[src/rtl/riscv_trace_pkg.sv]
// riscv_trace_pkg: shared types for the instruction-trace capture unit.
//   trace_state_e : capture FSM encoding, also exported on state_o
//   trace_entry_t : one trace record at the default widths (pc, instr, flags),
//                   in the same bit order the buffer stores it
//   FWD_A..REG_WRITE : bit positions inside the packed hazard flag vector
package riscv_trace_pkg;

  localparam int TR_DW    = 32;
  localparam int TR_FLAGW = 8;

  localparam int FWD_A     = 0;
  localparam int FWD_B     = 1;
  localparam int STALL_FD  = 2;
  localparam int STALL_MW  = 3;
  localparam int REG_WRITE = 4;

  typedef enum logic [1:0] {
    ST_IDLE    = 2'd0,
    ST_ARMED   = 2'd1,
    ST_POST    = 2'd2,
    ST_READOUT = 2'd3
  } trace_state_e;

  typedef struct packed {
    logic [TR_DW-1:0]    pc;
    logic [TR_DW-1:0]    instr;
    logic [TR_FLAGW-1:0] flags;
  } trace_entry_t;

endpackage

[src/rtl/trace_ram.sv]
// trace_ram: DEPTH x WIDTH trace storage.
//   clk_i            : write clock
//   we_i/waddr_i/wdata_i : synchronous write port
//   raddr_i/rdata_o  : asynchronous read port
// The array has no reset; validity of entries is tracked by the caller's count.
module trace_ram #(
  parameter  int DEPTH = 16,
  parameter  int WIDTH = 72,
  localparam int PTRW  = $clog2(DEPTH)
) (
  input  logic             clk_i,
  input  logic             we_i,
  input  logic [PTRW-1:0]  waddr_i,
  input  logic [WIDTH-1:0] wdata_i,
  input  logic [PTRW-1:0]  raddr_i,
  output logic [WIDTH-1:0] rdata_o
);

  logic [WIDTH-1:0] mem [DEPTH];

  always_ff @(posedge clk_i) begin
    if (we_i) mem[waddr_i] <= wdata_i;
  end

  assign rdata_o = mem[raddr_i];

endmodule

[src/rtl/riscv_trace_buffer.sv]
// riscv_trace_buffer: on-chip instruction trace for the 3-stage core.
//   Capture : valid_i, pc_i, instr_i, flags_i tapped from decode each cycle
//   Control : arm_i, abort_i, trig_pc_i, trig_en_i, trig_force_i, post_cnt_i
//   Readout : rd_valid_o/rd_ready_i handshake, rd_pc_o, rd_instr_o, rd_flags_o
//             (oldest entry first)
//   Status  : state_o, count_o, wrapped_o, done_o (pulse after last drain)
// Entries go into a circular buffer while ARMED; a trigger (PC match or
// forced) opens a post-trigger window of post_cnt_i further valid entries,
// then the buffer is frozen and drained.
module riscv_trace_buffer
  import riscv_trace_pkg::*;
#(
  parameter int DW    = 32,
  parameter int DEPTH = 16,
  parameter int FLAGW = 8,
  parameter int PTRW  = $clog2(DEPTH)
) (
  input  logic             clk_i,
  input  logic             rst_i,
  input  logic             valid_i,
  input  logic [DW-1:0]    pc_i,
  input  logic [DW-1:0]    instr_i,
  input  logic [FLAGW-1:0] flags_i,
  input  logic             arm_i,
  input  logic             abort_i,
  input  logic [DW-1:0]    trig_pc_i,
  input  logic             trig_en_i,
  input  logic             trig_force_i,
  input  logic [PTRW-1:0]  post_cnt_i,
  input  logic             rd_ready_i,
  output logic             rd_valid_o,
  output logic [DW-1:0]    rd_pc_o,
  output logic [DW-1:0]    rd_instr_o,
  output logic [FLAGW-1:0] rd_flags_o,
  output logic [1:0]       state_o,
  output logic [PTRW:0]    count_o,
  output logic             wrapped_o,
  output logic             done_o
);

  localparam int EW   = 2*DW + FLAGW;
  localparam int CNTW = PTRW + 1;
  localparam logic [CNTW-1:0] FULL = CNTW'(DEPTH);

  trace_state_e    state_q, state_d;
  logic [PTRW-1:0] wr_ptr_q, wr_ptr_d;
  logic [CNTW-1:0] cnt_q, cnt_d;
  logic [PTRW-1:0] post_q, post_d;
  logic            wrapped_q, wrapped_d;
  logic            done_q, done_d;

  logic            cap_en;
  logic            rd_valid;
  logic            rd_fire;
  logic            trig;
  logic [PTRW-1:0] rd_ptr;
  logic [EW-1:0]   wr_word;
  logic [EW-1:0]   rd_word;

  // Trigger only counts while ARMED; a forced trigger needs no valid beat.
  assign trig = (state_q == ST_ARMED) &
                (trig_force_i | (trig_en_i & valid_i & (pc_i == trig_pc_i)));

  assign rd_fire = rd_valid & rd_ready_i;

  // Oldest entry sits count slots behind the write pointer; when full the
  // low bits of count are zero and this lands on wr_ptr itself.
  assign rd_ptr  = wr_ptr_q - cnt_q[PTRW-1:0];
  assign wr_word = {pc_i, instr_i, flags_i};

  trace_ram #(
    .DEPTH (DEPTH),
    .WIDTH (EW)
  ) u_ram (
    .clk_i   (clk_i),
    .we_i    (cap_en),
    .waddr_i (wr_ptr_q),
    .wdata_i (wr_word),
    .raddr_i (rd_ptr),
    .rdata_o (rd_word)
  );

  // State register and datapath flops.
  always_ff @(posedge clk_i or posedge rst_i) begin
    if (rst_i) begin
      state_q   <= ST_IDLE;
      wr_ptr_q  <= '0;
      cnt_q     <= '0;
      post_q    <= '0;
      wrapped_q <= 1'b0;
      done_q    <= 1'b0;
    end else begin
      state_q   <= state_d;
      wr_ptr_q  <= wr_ptr_d;
      cnt_q     <= cnt_d;
      post_q    <= post_d;
      wrapped_q <= wrapped_d;
      done_q    <= done_d;
    end
  end

  // Next-state logic; abort overrides every other event.
  always_comb begin
    state_d = state_q;
    if (abort_i) begin
      state_d = ST_IDLE;
    end else begin
      case (state_q)
        ST_IDLE:    if (arm_i) state_d = ST_ARMED;
        ST_ARMED:   if (trig) state_d = (post_q == '0) ? ST_READOUT : ST_POST;
        ST_POST:    if (valid_i && post_q == PTRW'(1)) state_d = ST_READOUT;
        ST_READOUT: if (cnt_q == '0 || (rd_fire && cnt_q == CNTW'(1)))
                      state_d = ST_IDLE;
        default:    state_d = ST_IDLE;
      endcase
    end
  end

  // State-decoded controls.
  always_comb begin
    cap_en   = 1'b0;
    rd_valid = 1'b0;
    case (state_q)
      ST_ARMED, ST_POST: cap_en   = valid_i & ~abort_i;
      ST_READOUT:        rd_valid = (cnt_q != '0);
      default: ;
    endcase
  end

  // Pointer / count / post-window / status updates.
  always_comb begin
    wr_ptr_d  = wr_ptr_q;
    cnt_d     = cnt_q;
    post_d    = post_q;
    wrapped_d = wrapped_q;
    done_d    = 1'b0;
    if (abort_i) begin
      wr_ptr_d  = '0;
      cnt_d     = '0;
      wrapped_d = 1'b0;
    end else begin
      if (state_q == ST_IDLE && arm_i) begin
        post_d    = post_cnt_i;
        wr_ptr_d  = '0;
        cnt_d     = '0;
        wrapped_d = 1'b0;
      end
      if (cap_en) begin
        wr_ptr_d = wr_ptr_q + PTRW'(1);
        if (cnt_q == FULL) wrapped_d = 1'b1;   // overwrote the oldest entry
        else               cnt_d     = cnt_q + CNTW'(1);
      end
      if (state_q == ST_POST && valid_i) post_d = post_q - PTRW'(1);
      if (rd_fire) cnt_d = cnt_q - CNTW'(1);
      // Leaving READOUT without abort means the buffer is empty.
      if (state_q == ST_READOUT && state_d == ST_IDLE) done_d = 1'b1;
    end
  end

  // Read data is forced to zero when no entry is presented.
  assign rd_valid_o = rd_valid;
  assign rd_pc_o    = rd_valid ? rd_word[EW-1 -: DW]       : '0;
  assign rd_instr_o = rd_valid ? rd_word[FLAGW +: DW]      : '0;
  assign rd_flags_o = rd_valid ? rd_word[FLAGW-1:0]        : '0;
  assign state_o    = state_q;
  assign count_o    = cnt_q;
  assign wrapped_o  = wrapped_q;
  assign done_o     = done_q;

endmodule

[config.mk]
export PLATFORM = sky130hd
export DESIGN_NAME = riscv_trace_buffer
export DESIGN_NICKNAME = d
export VERILOG_FILES = /design/src/rtl/riscv_trace_pkg.sv /design/src/rtl/trace_ram.sv /design/src/rtl/riscv_trace_buffer.sv
export SDC_FILE = /design/constraint.sdc
export NUM_CORES = 1
export LEC_CHECK = 0
export ABC_AREA = 1
export CAP_MARGIN = 10
export CORE_MARGIN = 4
export CORE_UTILIZATION = 45
export CTS_CLUSTER_SIZE = 14
export DETAILED_ROUTE_END_ITERATION = 12
export SYNTH_ARGS = -nofsm -noshare
export SYNTH_HDL_FRONTEND = slang
export SYNTH_SLANG_ARGS = --single-unit
[constraint.sdc]
create_clock -name clk_i -period 5.9 [get_ports clk_i]
set_clock_uncertainty 0.15 [all_clocks]
set_input_delay 0.59 -clock clk_i [delete_from_list [all_inputs] [get_ports clk_i]]
set_output_delay 0.59 -clock clk_i [all_outputs]
set_load 0.02 [all_outputs]
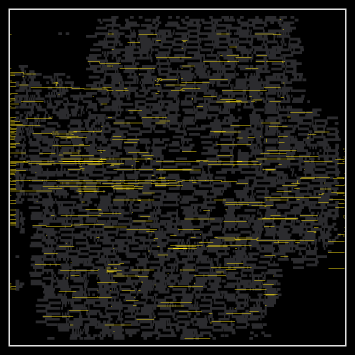
**Above:** run 1 (M3 wires).
Scale: 1 px per um. Cells faint in the background.
226 nets have wire on it. The longest straight run is 95.2 um. The layer carries 5,640 um of wire.
drt total wl: 113,000 um
M3 GR Usage: 2.70%
vias after detailed routing: 28,499

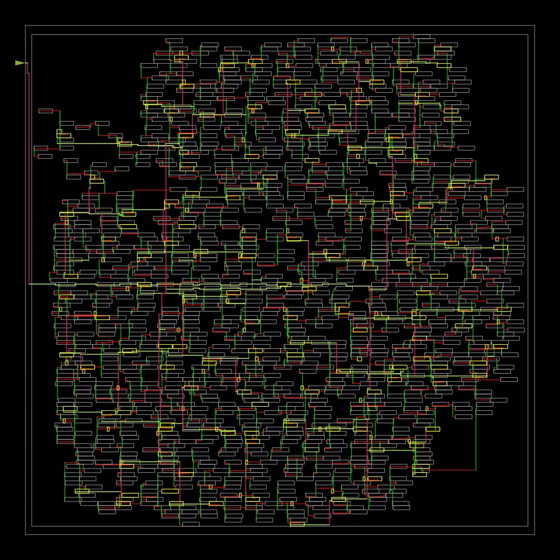
**Above:** run 1 (clock wiring as the flow saved it).
P_clk: 7.70 mW
Flops: 1,169
CTS buffer count: 119

==> reports/results.ini, run 1 <==
[status]
status = complete, no violations

[cts]
htreeDepth = 3
holdBufCountCts = 0

[yosys]
top_area_cell = edfxtp_1
synth_stat.cells = 3642
most_common_cell = edfxtp_1
fp_nets = 3778
synth_cells = 3642
synth_cell_types = 35

[critical_path]
critPathKind = reg2out
arrival_ns = 4.66

[finish]
logic_area_um2 = 10800
signal_buffers = 276
nClkBuffers = 141
buffer_area_share_pct = 5.13
drive_gt1_share_pct = 7.21
inverters_excl_clock = 361

[power_and_ir_drop]
p_leak_nw = 20.8

[placement]
gp_congestion = 0.742
post-dp-hpwl_um = 58400

[final_timing]
period_used_pct = 91.4
finalSetupViolations = 0
worstMarginPinSlew_ns = 1.02

[grt]
grt_usage_pct = 19.8

[route]
vias_per_cell = 5.36

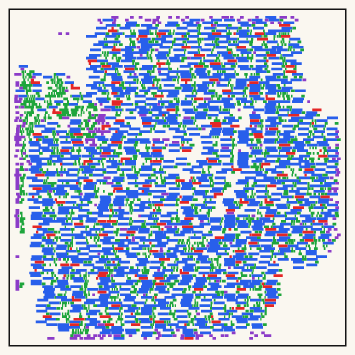
**Above:** run 1 (cells coloured by class).
Scale: 1 px per um.
Blue stands for flops, cells 1,169. Red stands for clock drivers and dummy loads, cells 223. Green stands for combinational and other logic, cells 2,258. Purple stands for other buffers and delay cells, cells 276.
core area: 106,000 um2
Seq area share: 62.7%
Finished Core Util: 52.8%
Non-Filler Cell Area, Final: 55,900 um2
cell row count: 119

## run 1: cell families (layout without fill, tap and decap cells)
group / Yosys count / after routing / share of synthesized area (%)
multiplexers: 288 / 288 / 5.99
adder cells (fa/ha/maj): 20 / 20 / 0.535
AND-OR/OR-AND: 758 / 758 / 8.12
buffers and inverters: 576 / 860 / 5.03
XOR/XNOR: 17 / 17 / 0.379
flip-flops: 1169 / 1169 / 72.7
AND/OR/NAND/NOR: 814 / 814 / 7.20
## run 1: worst max-delay path: stages (launching register included)
cell and delay (ns):
dfrtp_1 0.43, inv_1 0.13, ha_4 0.18, fa_1 0.52, inv_8 0.65, buf_4 0.46, a21oi_1 0.06, o21ai_0 0.09
nand3_1 0.09, nand2_1 0.10, o21ai_0 0.07, a31oi_1 0.37, clkdlybuf4s50_1 0.68
## run 1: stage by stage
stage	cell area (um2)	hold slack [ns]	utilization, %	total power, mW	cells
global route	55900	0.234	52.8	25.5	5317
global placement	51800	0.374	49.0	16.6	5094
detailed placement	51800	0.370	49.0	16.6	5094
finish	55900	0.185	52.8	24.2	5317
CTS	55900	0.171	52.8	24.4	5317
floorplan	48100	0.345	-	14.9	3642
## run 1: flip-flops by register name (all words and copies together), names as in the netlist
register,cells
count_o,5
done_o,1
post_q,4
state_o,2
u_ram.mem,1152
wr_ptr_q,4
wrapped_o,1
## run 1: routing by layer
metal  wire length [um]  up-vias  global-route usage [%]
met4               2040        0                    4.84
met5                  0        -                       0
met3               5640      146                    2.70
met1              50900    14110                    27.8
met2              54600      713                    32.9
li1                   -    13530                       -
## run 1: worst max-delay path by stage
stage | to | slack (ns) | depth (start not counted)
after floorplan | u_ram.mem[11][0] | 0.86 | 6
after global placement | rd_flags_o[1] | 1.21 | 9
after detailed placement | rd_flags_o[1] | 1.20 | 9
after CTS | rd_flags_o[1] | 0.47 | 9
after global routing | rd_pc_o[8] | 0.23 | 12
final | rd_instr_o[8] | 0.50 | 12
## run 1: power by group
part           switching, mW  internal, mW  leakage (nW)
Clock                   3.09          4.61          1.97
Combinational           4.68          2.43          8.25
Sequential            0.0611          9.29          10.6
## run 1: cells in the final DEF (no fill, tap or decap), types with 3 or more instances in the layout
| master | instances |
|---|---|
| nand3_1 | 305 |
| clkdlybuf4s50_1 | 197 |
| inv_1 | 358 |
| nor2_1 | 28 |
| nor2_4 | 16 |
| clkinv_1 | 26 |
| a31oi_1 | 73 |
| bufinv_16 | 20 |
| mux2i_1 | 288 |
| nand4_1 | 6 |
| edfxtp_1 | 1152 |
| buf_12 | 24 |
| clkinv_2 | 27 |
| clkinvlp_4 | 5 |
| dfrtp_1 | 17 |
| ha_1 | 18 |
| or2_2 | 3 |
| clkbuf_16 | 121 |
| o21ai_1 | 20 |
| a21oi_1 | 301 |
| nand2_1 | 450 |
| xnor2_1 | 8 |
| buf_4 | 55 |
| nor3_1 | 5 |
| clkbuf_1 | 20 |
| xor2_1 | 6 |
| o21ai_0 | 355 |
==> run 1 -> run 2 <==
- GPL_TIMING_DRIVEN: not set -> 1
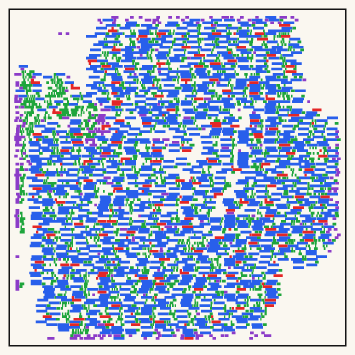
**Above:** run 2 (cells coloured by class).
Scale: 1 px per um.
Blue stands for flops, cells 1,169. Purple stands for other buffers and delay cells, cells 276. Red stands for clock drivers and dummy loads, cells 223. Green stands for combinational and other logic, cells 2,258.

==> run 2 against run 1 <==
Compared with the run above:
- register-to-register slack hardly changed
- non-clock buffer count did not move
- first-iteration DRC count unchanged
- worst hold slack unchanged
- critical endpoint unchanged
==> reports/results.ini, run 2 <==
[final_timing]
period_used_pct = 91.4  ; unchanged
worstMarginPinSlew_ns = 1.02  ; unchanged
rsz0062_at_grt = no  ; unchanged
holdWs_ns = 0.185  ; unchanged
finalSetupViolations = 0  ; unchanged

[route]
num_vias = 28499  ; unchanged
drt-total-wl_um = 113000  ; unchanged
ant_nets = 0  ; unchanged
vias_per_cell = 5.36  ; unchanged

[cts]
holdBufCountCts = 0  ; unchanged
htreeDepth = 3  ; unchanged
cts_made_buffers = 119  ; unchanged

[placement]
post-dp-hpwl_um = 58400  ; unchanged
gp_congestion = 0.742  ; unchanged
dpl-instance-area_um2 = 51800  ; unchanged

[status]
status = complete, no violations  ; unchanged

[critical_path]
endpoint_kind = primary output  ; unchanged
critPathKind = reg2out  ; unchanged
arrival_ns = 4.66  ; about the same
start_kind = register  ; unchanged

[finish]
largest_reg_flops = 1152  ; unchanged
layout_top_cell = edfxtp_1  ; unchanged
top_register = u_ram.mem  ; unchanged
final_area_um2 = 55900  ; unchanged
mostFrequentLayoutCells = 1,152 x edfxtp_1, 450 x nand2_1, 358 x inv_1  ; unchanged
final_util_pct = 52.8  ; unchanged

[floorplan]
coreArea_um2 = 106000  ; unchanged

[power_and_ir_drop]
p_leak_nw = 20.8  ; unchanged

[yosys]
top_area_cell = edfxtp_1  ; unchanged
synth_cell_types = 35  ; unchanged
most_common_cell = edfxtp_1  ; unchanged
synth_stat.cells = 3642  ; unchanged

[grt]
grt_usage_pct = 19.8  ; unchanged

==> run 2: cell counts after synthesis <==
No cell type changed its count.
==> run 2: worst max-delay path by stage <==
| stage | from | endpoint | slack [ns] |
|---|---|---|---|
| 2_1_floorplan | state_o[0] | u_ram.mem[11][0] | 0.86 |
| 3_3_place_gp | count_o[2] | rd_flags_o[1] | 1.21 |
| 3_5_place_dp | count_o[2] | rd_flags_o[1] | 1.20 |
| 4_1_cts | count_o[2] | rd_flags_o[1] | 0.47 |
| 5_1_grt | wr_ptr_q[0] | rd_pc_o[8] | 0.23 |
| 6_report | wr_ptr_q[0] | rd_instr_o[8] | 0.50 |
==> run 2: stage by stage <==
| step | std cells | setup WS (ns) | power [mW] |
|---|---|---|---|
| finish | 5317 | 0.505 | 24.2 |
| global route | 5317 | 0.229 | 25.5 |
| CTS | 5317 | 0.472 | 24.4 |
| detailed placement | 5094 | 1.20 | 16.6 |
| global placement | 5094 | 1.21 | 16.6 |
| floorplan | 3642 | 0.857 | 14.9 |
==> run 2: area by class of cell <==
class | count | area, um2 | share of cell area, %
clock buffers | 141 | 3100 | 5.55
inverters | 361 | 1370 | 2.45
well taps | 1391 | 1740 | 3.12
multi-input cells | 1897 | 10800 | 19.4
repair buffers | 276 | 2870 | 5.13
clock inverters | 82 | 925 | 1.66
flip-flops and latches | 1169 | 35000 | 62.7
==> run 2: critical path, stage by stage, from the launching register on <==
cell	delay (ns)
dfrtp_1	0.43
inv_1	0.13
ha_4	0.18
fa_1	0.52
inv_8	0.65
buf_4	0.46
a21oi_1	0.06
o21ai_0	0.09
nand3_1	0.09
nand2_1	0.10
o21ai_0	0.07
a31oi_1	0.37
clkdlybuf4s50_1	0.68
==> run 2: power by group <==
part	internal, mW	switching (mW)	total, mW
combinational	2.43	4.68	7.11
sequential	9.29	0.0611	9.35
clock	4.61	3.09	7.70
total	16.3	7.83	24.2
==> run 2: routing by layer <==
layer	track usage [%]	vias to the layer above	part of all wire [%]
li1	-	13530	-
met1	27.8	14110	45
met2	32.9	713	48
met3	2.70	146	5.0
met4	4.84	0	1.8
met5	0	-	0
==> run 2: cell families (layout without fill, tap and decap cells) <==
logic type	count (synthesis)	count (layout)	synth area share [%]
and+or+nand+nor	814	814	7.20
adders and majority gates	20	20	0.535
muxes	288	288	5.99
xor gates and xnor gates	17	17	0.379
AOI/OAI and AO/OA	758	758	8.12
DFF	1169	1169	72.7
buffers and inverters	576	860	5.03
Power figures rest on the tool's default switching activity, not on a simulated workload.
